[src/rtl/card7seg_pkg.sv]
// Shared card-code enumeration and seven-segment glyphs (active low, bit 6 = g .. bit 0 = a).
package card7seg_pkg;

  localparam int CODE_W  = 4;
  localparam int SEG_W   = 7;
  localparam int SCORE_W = 4;

  // Codes 14 and 15 are deliberately absent: they are the illegal codes.
  typedef enum logic [CODE_W-1:0] {
    NONE  = 4'd0,
    ACE   = 4'd1,
    TWO   = 4'd2,
    THREE = 4'd3,
    FOUR  = 4'd4,
    FIVE  = 4'd5,
    SIX   = 4'd6,
    SEVEN = 4'd7,
    EIGHT = 4'd8,
    NINE  = 4'd9,
    TEN   = 4'd10,
    JACK  = 4'd11,
    QUEEN = 4'd12,
    KING  = 4'd13
  } card_e;

  localparam logic [SEG_W-1:0] SEG_BLANK = 7'b1111111;
  localparam logic [SEG_W-1:0] SEG_A     = 7'b0001000;
  localparam logic [SEG_W-1:0] SEG_2     = 7'b0100100;
  localparam logic [SEG_W-1:0] SEG_3     = 7'b0110000;
  localparam logic [SEG_W-1:0] SEG_4     = 7'b0011001;
  localparam logic [SEG_W-1:0] SEG_5     = 7'b0010010;
  localparam logic [SEG_W-1:0] SEG_6     = 7'b0000010;
  localparam logic [SEG_W-1:0] SEG_7     = 7'b1111000;
  localparam logic [SEG_W-1:0] SEG_8     = 7'b0000000;
  localparam logic [SEG_W-1:0] SEG_9     = 7'b0010000;
  localparam logic [SEG_W-1:0] SEG_0     = 7'b1000000;
  localparam logic [SEG_W-1:0] SEG_J     = 7'b1100001;
  localparam logic [SEG_W-1:0] SEG_Q     = 7'b0011000;
  localparam logic [SEG_W-1:0] SEG_K     = 7'b0001001;
  localparam logic [SEG_W-1:0] SEG_F     = 7'b0001110;

endpackage

[src/rtl/card7seg_if.sv]
// Card code in, decoded glyph/score/error out; the decoder sits on the slave side.
interface card7seg_if;
  import card7seg_pkg::*;

  logic [CODE_W-1:0]  code;
  logic [SEG_W-1:0]   seg;
  logic [SCORE_W-1:0] score;
  logic               err;

  modport master (output code, input seg, input score, input err);
  modport slave  (input code, output seg, output score, output err);

endinterface

[src/rtl/card7seg_dec.sv]
// Purely combinational card-code decoder: code -> {glyph, baccarat score, illegal flag}.
module card7seg_dec
  import card7seg_pkg::*;
(
  card7seg_if.slave dec
);

  always_comb begin
    dec.seg   = SEG_F;
    dec.score = '0;
    dec.err   = 1'b0;
    case (dec.code)
      NONE:  dec.seg = SEG_BLANK;
      ACE:   dec.seg = SEG_A;
      TWO:   dec.seg = SEG_2;
      THREE: dec.seg = SEG_3;
      FOUR:  dec.seg = SEG_4;
      FIVE:  dec.seg = SEG_5;
      SIX:   dec.seg = SEG_6;
      SEVEN: dec.seg = SEG_7;
      EIGHT: dec.seg = SEG_8;
      NINE:  dec.seg = SEG_9;
      TEN:   dec.seg = SEG_0;
      JACK:  dec.seg = SEG_J;
      QUEEN: dec.seg = SEG_Q;
      KING:  dec.seg = SEG_K;
      default: begin
        dec.seg = SEG_F;
        dec.err = 1'b1;
      end
    endcase
    // Only pip cards carry their face value; ten and courts count zero.
    if (dec.code >= 4'd1 && dec.code <= 4'd9) begin
      dec.score = dec.code;
    end
  end

endmodule

[src/rtl/card7seg.sv]
// Card display: decoder followed by one output register bank (one-cycle latency, async reset to blank).
module card7seg
  import card7seg_pkg::*;
(
  input  logic               clk,
  input  logic               reset,
  input  logic [CODE_W-1:0]  SW,
  output logic [SEG_W-1:0]   HEX0,
  output logic [SCORE_W-1:0] card_score,
  output logic               card_err
);

  card7seg_if dec_if ();

  logic [SEG_W-1:0]   hex_d,   hex_q;
  logic [SCORE_W-1:0] score_d, score_q;
  logic               err_d,   err_q;

  assign dec_if.code = SW;

  card7seg_dec u_dec (
    .dec (dec_if.slave)
  );

  assign hex_d   = dec_if.seg;
  assign score_d = dec_if.score;
  assign err_d   = dec_if.err;

  always_ff @(posedge clk or posedge reset) begin
    if (reset) begin
      hex_q   <= SEG_BLANK;
      score_q <= '0;
      err_q   <= 1'b0;
    end else begin
      hex_q   <= hex_d;
      score_q <= score_d;
      err_q   <= err_d;
    end
  end

  assign HEX0       = hex_q;
  assign card_score = score_q;
  assign card_err   = err_q;

endmodule

[config.mk]
export PLATFORM = sky130hd
export DESIGN_NAME = card7seg
export DESIGN_NICKNAME = d
export VERILOG_FILES = /design/src/rtl/card7seg_pkg.sv /design/src/rtl/card7seg_if.sv /design/src/rtl/card7seg_dec.sv /design/src/rtl/card7seg.sv
export SDC_FILE = /design/constraint.sdc
export NUM_CORES = 1
export LEC_CHECK = 0
export CAP_MARGIN = 10
export CORE_AREA = 2 2 39 41
export CTS_CLUSTER_SIZE = 24
export DETAILED_ROUTE_END_ITERATION = 16
export DIE_AREA = 0 0 41 43
export PLACE_DENSITY = 0.84
export SYNTH_ARGS = -nofsm -noshare
export SYNTH_HDL_FRONTEND = slang
export SYNTH_SLANG_ARGS = --single-unit
[constraint.sdc]
create_clock -name clk -period 1.5 [get_ports clk]
set_input_delay 0.3 -clock clk [delete_from_list [all_inputs] [get_ports clk]]
set_output_delay 0.3 -clock clk [all_outputs]
set_load 0.02 [all_outputs]
==> impl_metrics.json, run 1 <==
{
  "status": "finished, final reports clean",
  "grtUsageTotal_pct": 12.9,
  "path_buffers": 1,
  "htree_levels": 1,
  "dp_cells": 84,
  "criticalPathCategory": "reg2out",
  "crit_slowest_cell": "dfstp_2",
  "grt_first_pass_wirelength_um": 1500,
  "maxCapViolCount": 0,
  "fin_crit_sh_pct": 93.8,
  "hold_buffers": 0,
  "ys.flop_type": "dfstp_2",
  "slew_headroom_pct": 72.5,
  "ys_sh_simple_pct": 15.9,
  "stdcell_count": 88,
  "n_antenna_cell": 0,
  "io_pins": 18,
  "overflow": 0,
  "internal_power_mw": 0.523,
  "final-setup-viol-count": 0,
  "numCtsBuffers": 3,
  "fin_util_pct": 54.2,
  "worstPathArrival_ps": 1110,
  "powerSeq_mw": 0.360,
  "clock_power_mw": 0.200,
  "wl_per_cell_um": 11.3,
  "fp_util_pct": 38.6,
  "rsz0062_at_grt": "false",
  "cp-endpoint": "HEX0[0]",
  "path_depth": 1,
  "worstPathMaxFanout": 1,
  "die_height_um": 43,
  "yosysWarningCount": 0,
  "peakVddDrop_mv": 0.379,
  "grt_max_degree": 14,
  "leakagePower_nw": 0.402,
  "maxSlewViolCount": 0,
  "pwr-share-comb_pct": 20.4,
  "ys_cells": 49
}
run 1: logic make-up after synthesis:
kind of cell,Yosys count
AND/OR/NAND/NOR,16
AND-OR/OR-AND,12
flip-flops,12
buffers and inverters,8
XOR/XNOR,1
run 1: per-layer routing:
layer  global-route usage [%]  part of all wire, %  vias up
met5                        0                    0        -
met4                     10.7                  1.4        0
met3                     3.14                  5.0        2
met2                     20.0                   51       15
met1                     13.6                   42      192
li1                         -                    -      209
run 1: sequential cells by signal, summed over array words and instances (netlist names):
| signal | flops |
|---|---|
| HEX0 | 7 |
| card_err | 1 |
| card_score | 4 |
run 1: final cells by class:
type | count | area (µm²)
tap | 16 | 20.0
clock buffer | 4 | 26.3
fill | 121 | 633
multi-input combinational | 29 | 169
sequential | 12 | 309
inverter | 4 | 15.0
timing repair buffer | 23 | 211
Figure 1. M1 wires (run 1).
Scale bar: 10 µm. Supply wires on this layer in grey.
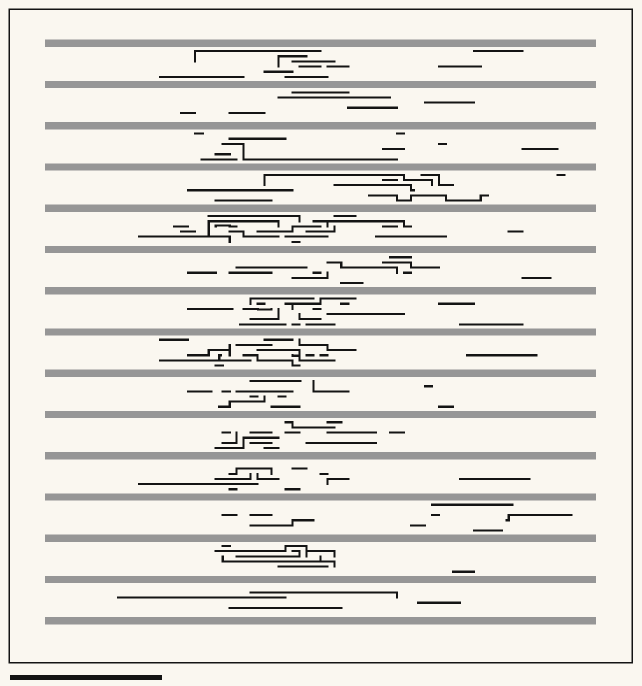
nets with wire on the layer	64
wire length on this layer	419 µm
share of all routed wire	42%
main direction	horizontal
final WL: 995 µm
met1 global-route usage: 13.6%
total number of vias: 418

Figure 2. Met2 routing (run 1).
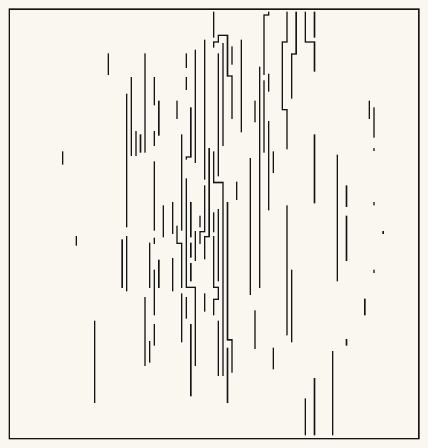
share of all routed wire	51%
longest straight run	22.1 µm
nets with wire on the layer	63
grt met2 use: 20.0%

Figure 3. Signal wires on met3 (run 1).
Scale bar: 10 µm. Cells faint in the background.
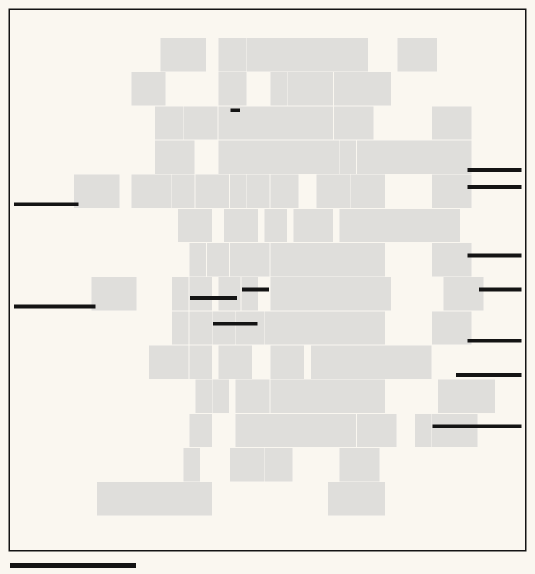
main direction	horizontal
longest straight run	6.80 µm
share of all routed wire	5.1%
nets with wire on the layer	12
wire length on this layer	50.8 µm
GR Layer Usage met3: 3.14%

Figure 4. The clock network (run 1).
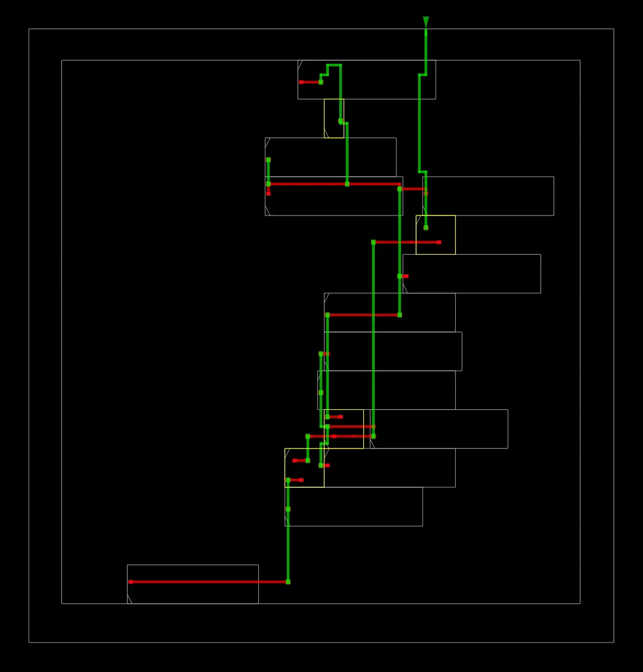

--- run 2 (diff from run 1) ---
--- a/config.mk
+++ b/config.mk
@@ -10,6 +10,7 @@
 export CTS_CLUSTER_SIZE = 24
 export DETAILED_ROUTE_END_ITERATION = 16
 export DIE_AREA = 0 0 41 43
+export GPL_TIMING_DRIVEN = 0
 export PLACE_DENSITY = 0.84
 export SYNTH_ARGS = -nofsm -noshare
 export SYNTH_HDL_FRONTEND = slang
Figure 5. The clock network (run 2).
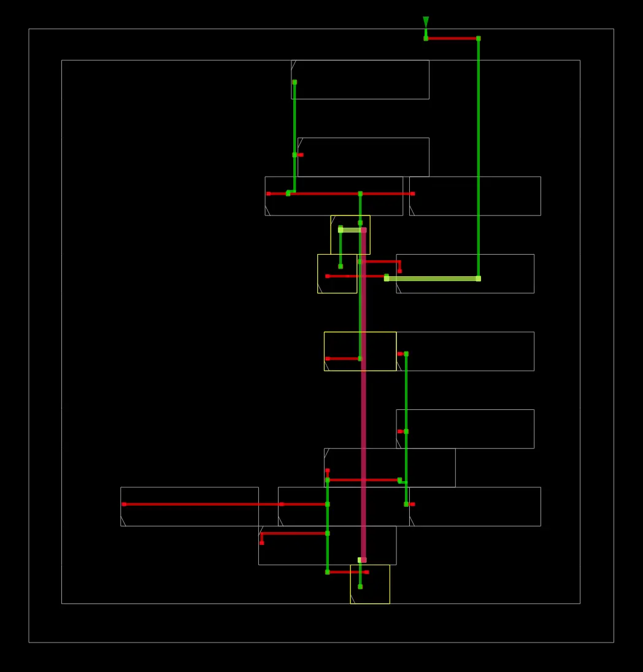
total clock network power: 0.249 mW
cts bufs inserted: 3
Flops: 12

==> impl_metrics.json, run 2 <==
{
  "crit_slowest_cell": "dfstp_2",
  "worstPathArrival_ps": 1110,
  "fin_nets": 76,
  "worstPathMaxFanout": 1,
  "dp_cells": 81,
  "pwr-share-comb_pct": 18.7,
  "cts.clk_slew.worst_paths_ps": 70,
  "fillers": 125,
  "criticalPathCategory": "reg2out",
  "fmax_mhz": 708,
  "grtUsageTotal_pct": 12.3,
  "fin_crit_sh_pct": 94.2,
  "io_pins": 18,
  "htree_levels": 1,
  "grt_max_degree": 13,
  "wl_per_cell_um": 10.6,
  "path_buffers": 1,
  "grt_first_pass_wirelength_um": 1420,
  "leakagePower_nw": 0.409,
  "drtAntennaViolNets": 0,
  "dr_wl_met3_um": 68,
  "use_met2_pct": 17.8,
  "status": "finished, final reports clean",
  "wl_met1_um": 361,
  "powerSeq_mw": 0.360,
  "wl_met2_um": 447,
  "busiest_layer": "met2",
  "maxUsedRoutingLayer": "met4",
  "critPathTopFamily": "flip-flops",
  "overflow": 0,
  "avgViaCountPerCell": 4.84,
  "power.density_nw_per_um2": 997,
  "cp-endpoint": "HEX0[4]",
  "ys_cells": 49,
  "n_antenna_cell": 0,
  "rsz0062_at_grt": "false",
  "ys.flop_type": "dfstp_2",
  "internal_power_mw": 0.565,
  "grt_util_met3_pct": 2.09,
  "die_height_um": 43,
  "maxSlewViolCount": 0,
  "hold_buffers": 0,
  "fin_util_pct": 54.2,
  "fp_util_pct": 38.6,
  "slew_headroom_pct": 72.3,
  "maxCapViolCount": 0,
  "largest_register_ff_count": 7,
  "via_count": 411,
  "yosysWarningCount": 0,
  "stdcell_count": 85
}
[run 2: cells by family after synthesis]
| family | count (synthesis) | share of synthesized area [%] |
|---|---|---|
| AOI/OAI and AO/OA | 12 | 14.1 |
| xor gates and xnor gates | 1 | 1.64 |
| buffers and inverters | 8 | 10.5 |
| DFF | 12 | 57.8 |
| and+or+nand+nor | 16 | 15.9 |
[run 2: final cells by class]
cell class	instances	area [µm²]	area share, %
Buffer	4	41.3	5.50
Multi-Input combinational cell	29	169	22.5
Timing Repair Buffer	16	160	21.3
Inverter	4	15.0	2.00
Clock buffer	4	36.3	4.83
Tap cell	16	20.0	2.67
Sequential cell	12	309	41.2
[run 2: repair_timing]
item | in CTS | in global routing
setup endpoints to repair | 8 | 4
gates cloned | 0 | 0
resized | 8 | 4
buffers inserted | 0 | 0
Power and IR drop assume default switching activity.
